Run 1, I/O pins on the die edge:
Scale bar: 20 µm. Pins as bars across the die edge, other pins in grey.
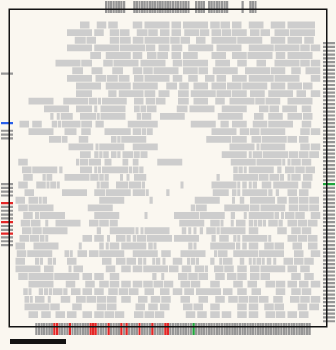
Run 1, the clock network:
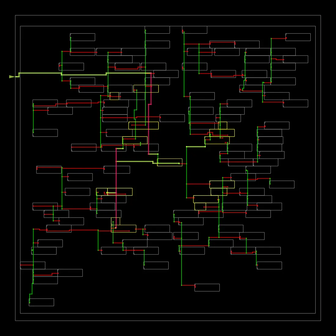
Run 1, routed metal per tile:
23 x 23 tiles, from white (low) to dark blue (high), scaled to the fullest tile. Values are wire area over tile area, all layers added.
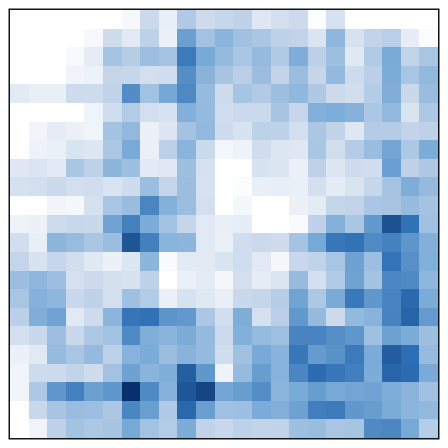
Run 1, layout detail:
Scale bar: 5 µm. Window x 46 to 66, y 69 to 89 µm. Cells in grey, sequential cells in the stronger grey; small squares are vias.
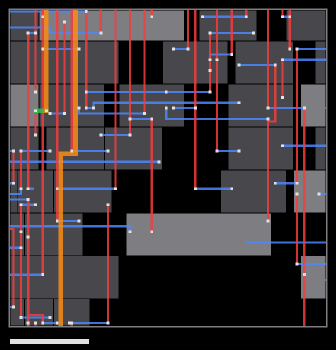
===== config.mk =====
export PLATFORM = sky130hd
export DESIGN_NAME = sdram_arbiter_flat
export DESIGN_NICKNAME = d
export VERILOG_FILES = /design/src/rtl/sdram_arbiter_if.sv /design/src/rtl/sdram_arbiter.sv /design/src/flat_wrapper.sv
export SDC_FILE = /design/constraint.sdc
export NUM_CORES = 1
export LEC_CHECK = 0
export CORE_MARGIN = 1.5
export CORE_UTILIZATION = 39
export DETAILED_ROUTE_END_ITERATION = 10
export GPL_TIMING_DRIVEN = 0
export PLACE_DENSITY = 0.86
export SETUP_SLACK_MARGIN = 0.3
export SLEW_MARGIN = 40
export SYNTH_ARGS = -nofsm -noshare
export SYNTH_HDL_FRONTEND = slang
export SYNTH_SLANG_ARGS = --single-unit
export TNS_END_PERCENT = 50

===== constraint.sdc =====
create_clock -name clk -period 5.2 [get_ports clk]
set_input_delay 1.3 -clock clk [delete_from_list [all_inputs] [get_ports clk]]
set_output_delay 1.3 -clock clk [all_outputs]
set_load 0.01 [all_outputs]

===== src/rtl/sdram_arbiter_if.sv =====
// Requester and controller-side bus of the SDRAM slot arbiter.
// The arbiter uses the slave modport; requesters and controller use master.
interface sdram_arbiter_if;
    localparam int unsigned ADDR_W = 24;
    localparam int unsigned DATA_W = 16;
    localparam int unsigned DS_W   = 2;

    logic              p0_req, p1_req, p2_req;
    logic              p0_we,  p1_we,  p2_we;
    logic [ADDR_W-1:0] p0_addr, p1_addr, p2_addr;
    logic [DATA_W-1:0] p0_din,  p1_din,  p2_din;
    logic [DS_W-1:0]   p0_ds,   p1_ds,   p2_ds;
    logic              p0_ack,  p1_ack,  p2_ack;
    logic [DATA_W-1:0] p0_dout, p1_dout, p2_dout;

    logic [ADDR_W-1:0] mem_addr;
    logic [DATA_W-1:0] mem_din;
    logic [DS_W-1:0]   mem_ds;
    logic              mem_oe;
    logic              mem_we;
    logic [DATA_W-1:0] mem_dout;
    logic [1:0]        grant;

    modport slave (
        input  p0_req, p1_req, p2_req, p0_we, p1_we, p2_we,
        input  p0_addr, p1_addr, p2_addr, p0_din, p1_din, p2_din,
        input  p0_ds, p1_ds, p2_ds, mem_dout,
        output p0_ack, p1_ack, p2_ack, p0_dout, p1_dout, p2_dout,
        output mem_addr, mem_din, mem_ds, mem_oe, mem_we, grant
    );

    modport master (
        output p0_req, p1_req, p2_req, p0_we, p1_we, p2_we,
        output p0_addr, p1_addr, p2_addr, p0_din, p1_din, p2_din,
        output p0_ds, p1_ds, p2_ds, mem_dout,
        input  p0_ack, p1_ack, p2_ack, p0_dout, p1_dout, p2_dout,
        input  mem_addr, mem_din, mem_ds, mem_oe, mem_we, grant
    );
endinterface


===== src/rtl/sdram_arbiter.sv =====
// Three-port SDRAM slot arbiter: P0 fixed priority, P1/P2 round-robin, with
// forced refresh slots, following the controller's 8-cycle clkref slot.
module sdram_arbiter #(
    parameter int unsigned REFRESH_INTERVAL = 8,
    parameter int unsigned DATA_PHASE       = 6
) (
    input  logic           clk,
    input  logic           reset_n,
    input  logic           clkref,
    sdram_arbiter_if.slave bus
);
    localparam int unsigned NPORT   = 3;
    localparam int unsigned ADDR_W  = 24;
    localparam int unsigned DATA_W  = 16;
    localparam int unsigned DS_W    = 2;
    localparam int unsigned PHASE_W = 3;
    localparam int unsigned BUSY_W  = 4;

    localparam logic [1:0]         GRANT_IDLE = 2'd3;
    localparam logic [PHASE_W-1:0] PHASE_LAST = '1;
    localparam logic [PHASE_W-1:0] PHASE_DATA = PHASE_W'(DATA_PHASE);
    localparam logic [BUSY_W-1:0]  BUSY_MAX   = BUSY_W'(REFRESH_INTERVAL);

    logic                r_clkref_d;
    logic [PHASE_W-1:0]  r_phase;
    logic [BUSY_W-1:0]   r_busy;
    logic                r_rr;
    logic [1:0]          r_grant;
    logic [ADDR_W-1:0]   r_mem_addr;
    logic [DATA_W-1:0]   r_mem_din;
    logic [DS_W-1:0]     r_mem_ds;
    logic                r_mem_oe;
    logic                r_mem_we;
    logic [NPORT-1:0]    r_ack;
    logic [DATA_W-1:0]   r_dout [NPORT];

    logic [NPORT-1:0]    w_req;
    logic [NPORT-1:0]    w_elig;
    logic                w_rise;
    logic                w_slot_end;
    logic                w_resync;
    logic                w_refresh;
    logic                w_complete;
    logic [1:0]          w_next_grant;
    logic                w_sel_we;
    logic [ADDR_W-1:0]   w_sel_addr;
    logic [DATA_W-1:0]   w_sel_din;
    logic [DS_W-1:0]     w_sel_ds;

    assign w_req      = {bus.p2_req, bus.p1_req, bus.p0_req};
    assign w_rise     = clkref & ~r_clkref_d;
    assign w_slot_end = (r_phase == PHASE_LAST);
    assign w_resync   = w_rise & ~w_slot_end;
    assign w_refresh  = (r_busy == BUSY_MAX);
    // A port acked in the ending slot is still holding req; mask it for one slot.
    assign w_elig     = w_req & ~r_ack;
    assign w_complete = (r_phase == PHASE_DATA) & ~w_resync & (r_grant != GRANT_IDLE);

    // Winner of the next slot.
    always_comb begin
        w_next_grant = GRANT_IDLE;
        if (!w_refresh) begin
            if (w_elig[0])
                w_next_grant = 2'd0;
            else if (w_elig[1] && (!w_elig[2] || !r_rr))
                w_next_grant = 2'd1;
            else if (w_elig[2])
                w_next_grant = 2'd2;
        end
    end

    // Qualifiers of the winning port.
    always_comb begin
        w_sel_we   = 1'b0;
        w_sel_addr = '0;
        w_sel_din  = '0;
        w_sel_ds   = '0;
        case (w_next_grant)
            2'd0: begin
                w_sel_we = bus.p0_we; w_sel_addr = bus.p0_addr;
                w_sel_din = bus.p0_din; w_sel_ds = bus.p0_ds;
            end
            2'd1: begin
                w_sel_we = bus.p1_we; w_sel_addr = bus.p1_addr;
                w_sel_din = bus.p1_din; w_sel_ds = bus.p1_ds;
            end
            2'd2: begin
                w_sel_we = bus.p2_we; w_sel_addr = bus.p2_addr;
                w_sel_din = bus.p2_din; w_sel_ds = bus.p2_ds;
            end
            default: ;
        endcase
    end

    always_ff @(posedge clk or negedge reset_n) begin
        if (!reset_n) begin
            r_clkref_d <= 1'b0;
            r_phase    <= '0;
            r_busy     <= '0;
            r_rr       <= 1'b0;
            r_grant    <= GRANT_IDLE;
            r_mem_addr <= '0;
            r_mem_din  <= '0;
            r_mem_ds   <= '0;
            r_mem_oe   <= 1'b0;
            r_mem_we   <= 1'b0;
            r_ack      <= '0;
            for (int i = 0; i < NPORT; i++) r_dout[i] <= '0;
        end else begin
            r_clkref_d <= clkref;
            r_phase    <= w_rise ? '0 : r_phase + PHASE_W'(1);
            r_ack      <= '0;

            // Resync leaves grant and mem_* untouched so the slot is re-presented.
            if (w_slot_end) begin
                r_grant <= w_next_grant;
                if (w_next_grant == GRANT_IDLE) begin
                    r_mem_oe <= 1'b0;
                    r_mem_we <= 1'b0;
                    r_busy   <= '0;
                end else begin
                    r_mem_addr <= w_sel_addr;
                    r_mem_din  <= w_sel_din;
                    r_mem_ds   <= w_sel_ds;
                    r_mem_we   <= w_sel_we;
                    r_mem_oe   <= ~w_sel_we;
                    r_busy     <= (r_busy >= BUSY_MAX) ? r_busy : r_busy + BUSY_W'(1);
                    if (w_next_grant == 2'd1)
                        r_rr <= 1'b1;
                    else if (w_next_grant == 2'd2)
                        r_rr <= 1'b0;
                end
            end

            if (w_complete) begin
                for (int i = 0; i < NPORT; i++) begin
                    if (r_grant == 2'(i)) begin
                        r_ack[i] <= 1'b1;
                        if (!r_mem_we) r_dout[i] <= bus.mem_dout;
                    end
                end
            end
        end
    end

    assign bus.grant    = r_grant;
    assign bus.mem_addr = r_mem_addr;
    assign bus.mem_din  = r_mem_din;
    assign bus.mem_ds   = r_mem_ds;
    assign bus.mem_oe   = r_mem_oe;
    assign bus.mem_we   = r_mem_we;
    assign bus.p0_ack   = r_ack[0];
    assign bus.p1_ack   = r_ack[1];
    assign bus.p2_ack   = r_ack[2];
    assign bus.p0_dout  = r_dout[0];
    assign bus.p1_dout  = r_dout[1];
    assign bus.p2_dout  = r_dout[2];
endmodule


===== src/flat_wrapper.sv =====
// flat-port wrapper written by rule: the top's interface ports become plain ports
module sdram_arbiter_flat 
#(
    parameter int unsigned REFRESH_INTERVAL = 8,
    parameter int unsigned DATA_PHASE       = 6
)
  (clk, reset_n, clkref, bus_p0_req, bus_p1_req, bus_p2_req, bus_p0_we, bus_p1_we, bus_p2_we, bus_p0_addr, bus_p1_addr, bus_p2_addr, bus_p0_din, bus_p1_din, bus_p2_din, bus_p0_ds, bus_p1_ds, bus_p2_ds, bus_mem_dout, bus_p0_ack, bus_p1_ack, bus_p2_ack, bus_p0_dout, bus_p1_dout, bus_p2_dout, bus_mem_addr, bus_mem_din, bus_mem_ds, bus_mem_oe, bus_mem_we, bus_grant);
  sdram_arbiter_if bus_i ();
  input  logic clk;
  input  logic reset_n;
  input  logic clkref;
  input wire logic [$bits(bus_i.p0_req)-1:0] bus_p0_req;
  input wire logic [$bits(bus_i.p1_req)-1:0] bus_p1_req;
  input wire logic [$bits(bus_i.p2_req)-1:0] bus_p2_req;
  input wire logic [$bits(bus_i.p0_we)-1:0] bus_p0_we;
  input wire logic [$bits(bus_i.p1_we)-1:0] bus_p1_we;
  input wire logic [$bits(bus_i.p2_we)-1:0] bus_p2_we;
  input wire logic [$bits(bus_i.p0_addr)-1:0] bus_p0_addr;
  input wire logic [$bits(bus_i.p1_addr)-1:0] bus_p1_addr;
  input wire logic [$bits(bus_i.p2_addr)-1:0] bus_p2_addr;
  input wire logic [$bits(bus_i.p0_din)-1:0] bus_p0_din;
  input wire logic [$bits(bus_i.p1_din)-1:0] bus_p1_din;
  input wire logic [$bits(bus_i.p2_din)-1:0] bus_p2_din;
  input wire logic [$bits(bus_i.p0_ds)-1:0] bus_p0_ds;
  input wire logic [$bits(bus_i.p1_ds)-1:0] bus_p1_ds;
  input wire logic [$bits(bus_i.p2_ds)-1:0] bus_p2_ds;
  input wire logic [$bits(bus_i.mem_dout)-1:0] bus_mem_dout;
  output wire logic [$bits(bus_i.p0_ack)-1:0] bus_p0_ack;
  output wire logic [$bits(bus_i.p1_ack)-1:0] bus_p1_ack;
  output wire logic [$bits(bus_i.p2_ack)-1:0] bus_p2_ack;
  output wire logic [$bits(bus_i.p0_dout)-1:0] bus_p0_dout;
  output wire logic [$bits(bus_i.p1_dout)-1:0] bus_p1_dout;
  output wire logic [$bits(bus_i.p2_dout)-1:0] bus_p2_dout;
  output wire logic [$bits(bus_i.mem_addr)-1:0] bus_mem_addr;
  output wire logic [$bits(bus_i.mem_din)-1:0] bus_mem_din;
  output wire logic [$bits(bus_i.mem_ds)-1:0] bus_mem_ds;
  output wire logic [$bits(bus_i.mem_oe)-1:0] bus_mem_oe;
  output wire logic [$bits(bus_i.mem_we)-1:0] bus_mem_we;
  output wire logic [$bits(bus_i.grant)-1:0] bus_grant;
  assign bus_i.p0_req = bus_p0_req;
  assign bus_i.p1_req = bus_p1_req;
  assign bus_i.p2_req = bus_p2_req;
  assign bus_i.p0_we = bus_p0_we;
  assign bus_i.p1_we = bus_p1_we;
  assign bus_i.p2_we = bus_p2_we;
  assign bus_i.p0_addr = bus_p0_addr;
  assign bus_i.p1_addr = bus_p1_addr;
  assign bus_i.p2_addr = bus_p2_addr;
  assign bus_i.p0_din = bus_p0_din;
  assign bus_i.p1_din = bus_p1_din;
  assign bus_i.p2_din = bus_p2_din;
  assign bus_i.p0_ds = bus_p0_ds;
  assign bus_i.p1_ds = bus_p1_ds;
  assign bus_i.p2_ds = bus_p2_ds;
  assign bus_i.mem_dout = bus_mem_dout;
  assign bus_p0_ack = bus_i.p0_ack;
  assign bus_p1_ack = bus_i.p1_ack;
  assign bus_p2_ack = bus_i.p2_ack;
  assign bus_p0_dout = bus_i.p0_dout;
  assign bus_p1_dout = bus_i.p1_dout;
  assign bus_p2_dout = bus_i.p2_dout;
  assign bus_mem_addr = bus_i.mem_addr;
  assign bus_mem_din = bus_i.mem_din;
  assign bus_mem_ds = bus_i.mem_ds;
  assign bus_mem_oe = bus_i.mem_oe;
  assign bus_mem_we = bus_i.mem_we;
  assign bus_grant = bus_i.grant;
  sdram_arbiter #(.REFRESH_INTERVAL(REFRESH_INTERVAL), .DATA_PHASE(DATA_PHASE)) u_core (.clk(clk), .reset_n(reset_n), .clkref(clkref), .bus(bus_i));
endmodule

==> reports/qor.csv, run 1 <==
metric;value;unit
Top cells by area;dfrtp_1, mux2_4, a222oi_1;
DRT antenna net count;0;
Top cell excl fill/tap;clkdlybuf4s50_1;
CTS tree;done;
First DRT Iteration DRCs;460;
DRC errors left;0;
Max IR drop VDD;0.211;mV
top cells by count, synth;dfrtp_1, o21ai_0, nand2_1, a222oi_1, mux2_4;
Post-Syn Area;4700;µm²
Die W;113;µm
WHS;471;ps
status;complete, no violations;
most common cell in the synthesized netlist;dfrtp_1;
worst-path fanout max;10;
routed via count;4239;
Critical Path Stages;9;
crit end category;flip-flop;
floorplan net count;531;
WS Path Type;in2reg;
Crit-path slowest cell;clkbuf_1;
max-capacitance violation count;0;
Critical Path AT;3960;ps
Synth-to-Final Area Change;63.9;%
yosys stat chip area;4700;µm²
initial antenna violation count;0;
hold endpoint;u_core.r_phase[0];
top_reg_cell synth;dfrtp_1;
OpenROAD warning count;31;
relative slew slack;0.578;
hold path start;u_core.r_phase[0];
CTS root buffer;clkbuf_16;
vias in the first global route;4451;
Tcrit/Tclk final;0.713;
reg2reg start;u_core.r_rr;
Final setup viols;0;
most instantiated logic cells after routing;clkdlybuf4s50_1, dfrtp_1, o21ai_0;
yosys cell count;371;
area share, top type;0.553;
Synth cell types;28;
clock buffer depth;2;
ant diodes;0;
Back to the opening pictures, 'I/O pins on the die edge':
port	colour	pins	direction	edge
bus_mem_we	blue	1	output	left
bus_p1_din	red	16	input	13 bottom, 3 left
bus_p2_ds	green	2	input	1 bottom, 1 right
all pins by edge	107 bottom, 74 right, 46 top, 21 left

Back to the opening pictures, 'the clock network':
# clock sinks: 106
flop count: 106

Back to the opening pictures, 'routed metal per tile':
nearly empty tiles	8.1%
tiles over half the peak	17%
mean over tiles	0.20
Total Routing Usage GR: 0.250
wire per inst: 20.3 µm

Back to the opening pictures, 'layout detail':
layer	colour
M1	blue
M4	orange
M2	red
M3	green
cells with their middle in the window	23
netlist names of flops here include	u_core.bus.p0_dout (1), u_core.bus.p1_dout (1)
most frequent	clkdlybuf4s50_1 (9), buf_6 (3), mux2_2 (3)
sequential cells in the window	2

## run 1: power by group
part / leakage (nW) / switching [mW] / internal, mW
Combinational: 1.71 / 0.744 / 0.859
Sequential: 1.38 / 0.169 / 1.08
Clock: 0.157 / 0.327 / 0.388
## run 1: kinds of logic after synthesis
group                    count (synthesis)  share of synthesized area
flip-flops                             106                      0.565
AND-OR/OR-AND                           97                      0.152
AND/OR/NAND/NOR                         73                     0.0812
multiplexers                            50                      0.144
buffers and inverters                   36                     0.0341
adder cells (fa/ha/maj)                  9                     0.0239
## run 1: routing by layer
layer / track usage / wire length (µm) / share of wire / vias up
met2: 0.438 / 8050 / 0.51 / 200
met5: 0 / 0 / 0 / -
li1: - / - / - / 1915
met1: 0.314 / 6300 / 0.40 / 2098
met3: 0.0487 / 1140 / 0.072 / 26
met4: 0.0717 / 304 / 0.019 / 0
## run 1: state kept, by name, indices dropped and copies added, names as in the netlist, 3 cells and up
name,cells
u_core.bus.mem_addr,24
u_core.bus.mem_din,16
u_core.bus.p0_dout,16
u_core.bus.p1_dout,16
u_core.bus.p2_dout,16
u_core.r_ack,3
u_core.r_busy,4
u_core.r_phase,3
## run 1: worst max-delay path by stage
stage / start / endpoint
after detailed placement: bus_p2_req / u_core.bus.mem_addr[0]
final: bus_p2_req / u_core.bus.mem_addr[20]
after global placement: reset_n / u_core.bus.mem_addr[20]
after floorplan: bus_p2_req / u_core.bus.mem_addr[10]
after CTS: bus_p2_req / u_core.bus.mem_addr[0]
after global routing: bus_p2_req / u_core.bus.mem_din[8]
## run 1: layout make-up
type | count | area (µm²)
clock buffers | 9 | 225
plain buffers | 29 | 134
fillers | 851 | 3860
flip-flops and latches | 106 | 2660
clock inverters | 7 | 95.1
inverters | 7 | 26.3
well taps | 143 | 179
repair buffers | 248 | 2500
multi-input cells | 229 | 1890
Run 1, logic cells by family:
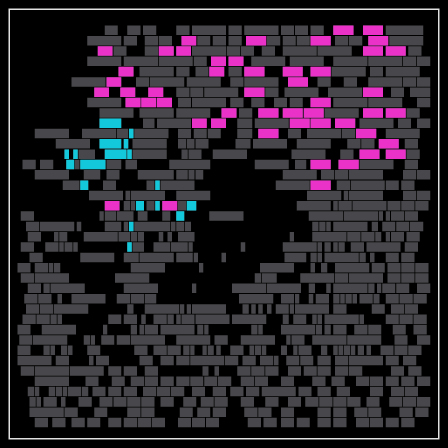

==> run 2, diff against run 1 <==
==> constraint.sdc (replaced) <==
create_clock -name clk -period 3.53 [get_ports clk]
set_input_delay 0.8825 -clock clk [delete_from_list [all_inputs] [get_ports clk]]
set_output_delay 0.8825 -clock clk [all_outputs]
set_load 0.01 [all_outputs]
Run 2, logic cells by family:
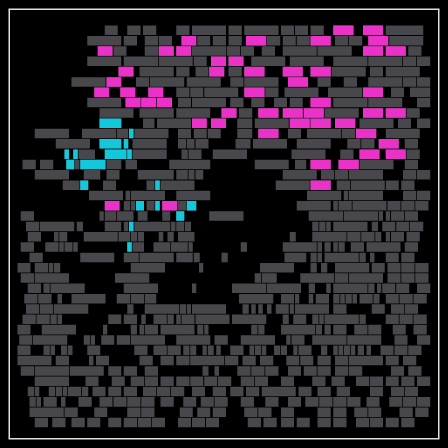
family	colour	cells	most used
mux cells	magenta	50	mux2_4
nor cells	cyan	18	nor2_1

==> run 2 against run 1 <==
Wire length is 0.70% lower. Sequential power up 47%. Sequential share of layout area decreased by 0.073 points. Total power increased by 48%. Via count hardly changed. Worst setup slack lost 1000 ps. Area after synthesis stayed put. First-iteration DRC count unchanged. Synthesized cell count stayed put. Register-to-register slack worse by 1400 ps. Flip-flop count is the same.
==> reports/qor.csv, run 2 <==
metric;value;unit
Leak;3.29;nW
num tapcells;143;
most common cell in the synthesized netlist;dfrtp_1;
max-capacitance violation count;0;
DRT antenna net count;0;
clock buffer depth;2;
max reg flops;24;
met2 routed WL;7930;µm
crit end category;flip-flop;
yosys stat chip area;4700;µm²
core region area;11600;µm²
Top cells by area;dfrtp_1, mux2_4, a222oi_1;
Synth-to-Final Area Change;64.2;%
initial antenna violation count;0;
DRC errors left;0;
register area;2660;µm²
CP startpoint;bus_p1_req;
wire per inst;20.1;µm
Total Routing Usage GR;0.250;
Final setup viols;0;
I/O pins;248;
yosys warns;0;
reg2reg start;u_core.r_busy[0];
largest cell class by area;sequential cells;
worst slack at placement;-50.0;ps
bufs w/o clock;277;
worst-path fanout max;10;
Clock-cell share;0.0415;
sequential share of cell area;0.344;
Die W;113;µm
top sig layer;met4;
status;complete, no violations;
final worst slack;491;ps
Fill cells;846;
worst skew pair latency;350;ps
most instantiated logic cells after routing;clkdlybuf4s50_1, dfrtp_1, nand2_1, o21ai_0, a222oi_1;
relative slew slack;0.652;
Max IR drop VDD;0.310;mV
wire length on met1;6240;µm
Post-Syn Area;4700;µm²
Layout non-clock buf frac;0.344;
CTS root buffer;clkbuf_16;
# clock sinks;106;
Top cell excl fill/tap;clkdlybuf4s50_1;
top cells by count, synth;dfrtp_1, o21ai_0, nand2_1, a222oi_1, mux2_4;
Crit-path slowest cell;clkdlybuf4s50_1;
row count;39;
Tcrit/Tclk final;0.861;
logic share of the area;0.244;
OpenROAD warning count;32;
post-synth top area cell;dfrtp_1;
# clk buffers;9;
vias in the first global route;4451;
Logic cell area;1890;µm²
crit path cell chain;clkdlybuf4s50_1 > nor3b_1 > o21ai_1 > and2_1 > ha_1 > clkbuf_1 > clkbuf_1 > a222oi_1 > o21ai_0;
CTS buffer count;9;
First DRT Iteration DRCs;460;
comb_multi_in;229;
top_reg_cell synth;dfrtp_1;
yosys cell count;371;
flop count;106;
CTS tree;done;
CP Capture Point;u_core.bus.mem_addr[20];
WS Path Type;in2reg;
Synth cell types;28;
area share, top type;0.553;
routed wl met3;1140;µm
ant diodes;0;
Non-clock inverters;7;
floorplan net count;531;
worst hold path class;in2async;
routed via count;4242;
largest net degree at the start of global routing;65;
Critical Path AT;3240;ps
port bufs;247;
-- run 2: kinds of logic after synthesis --
logic type	Yosys count	synth area share
flip-flops	106	0.565
multiplexers	50	0.144
adder cells (fa/ha/maj)	9	0.0239
buffers and inverters	36	0.0341
AND/OR/NAND/NOR	73	0.0812
AND-OR/OR-AND	97	0.152
-- run 2: metrics by stage --
step                      instance area, µm²  instances  total power, mW  hold slack, ps
after detailed placement                7390        762             4.22             469
after global placement                  7350        761             4.13             444
after CTS                               7710        778             5.27             423
after floorplan                         4700        371             2.92             432
final                                   7720        778             5.27             403
after global routing                    7720        778             5.57             425
-- run 2: worst max-delay path, delay by kind of cell --
kind,cells,cell delay [ps]
AOI/OAI and AO/OA,3,760
adders and majority gates,1,170
and+or+nand+nor,2,420
buffers and inverters,3,990
-- run 2: worst min path at each step --
| stage | to | slack (ps) | cells past startpoint |
|---|---|---|---|
| final | u_core.bus.p2_dout[9] | 400 | 1 |
| after global routing | u_core.bus.p2_dout[9] | 420 | 1 |
| after CTS | u_core.bus.p2_dout[9] | 420 | 1 |
| after detailed placement | u_core.r_phase[0] | 470 | 1 |
| after global placement | u_core.r_phase[0] | 440 | 1 |
| after floorplan | u_core.r_phase[0] | 430 | 1 |
-- run 2: report_power, final --
group          internal (mW)  switching, mW
Clock                  0.572          0.481
Sequential              1.59          0.249
Combinational           1.29           1.09
Total                   3.45           1.82
-- run 2: routing by layer --
metal / track usage / vias up
met4: 0.0717 / 0
met3: 0.0487 / 30
met1: 0.314 / 2106
met2: 0.438 / 188
met5: 0 / -
li1: - / 1918
-- run 2: repair_timing --
action,in CTS,in global routing
resized,1,28
hold buffers,0,0
pin swaps,0,2
hold endpoints to repair,0,0
setup endpoints to repair,3,44
cloned,0,0
Power is estimated from default activity; no workload was simulated.
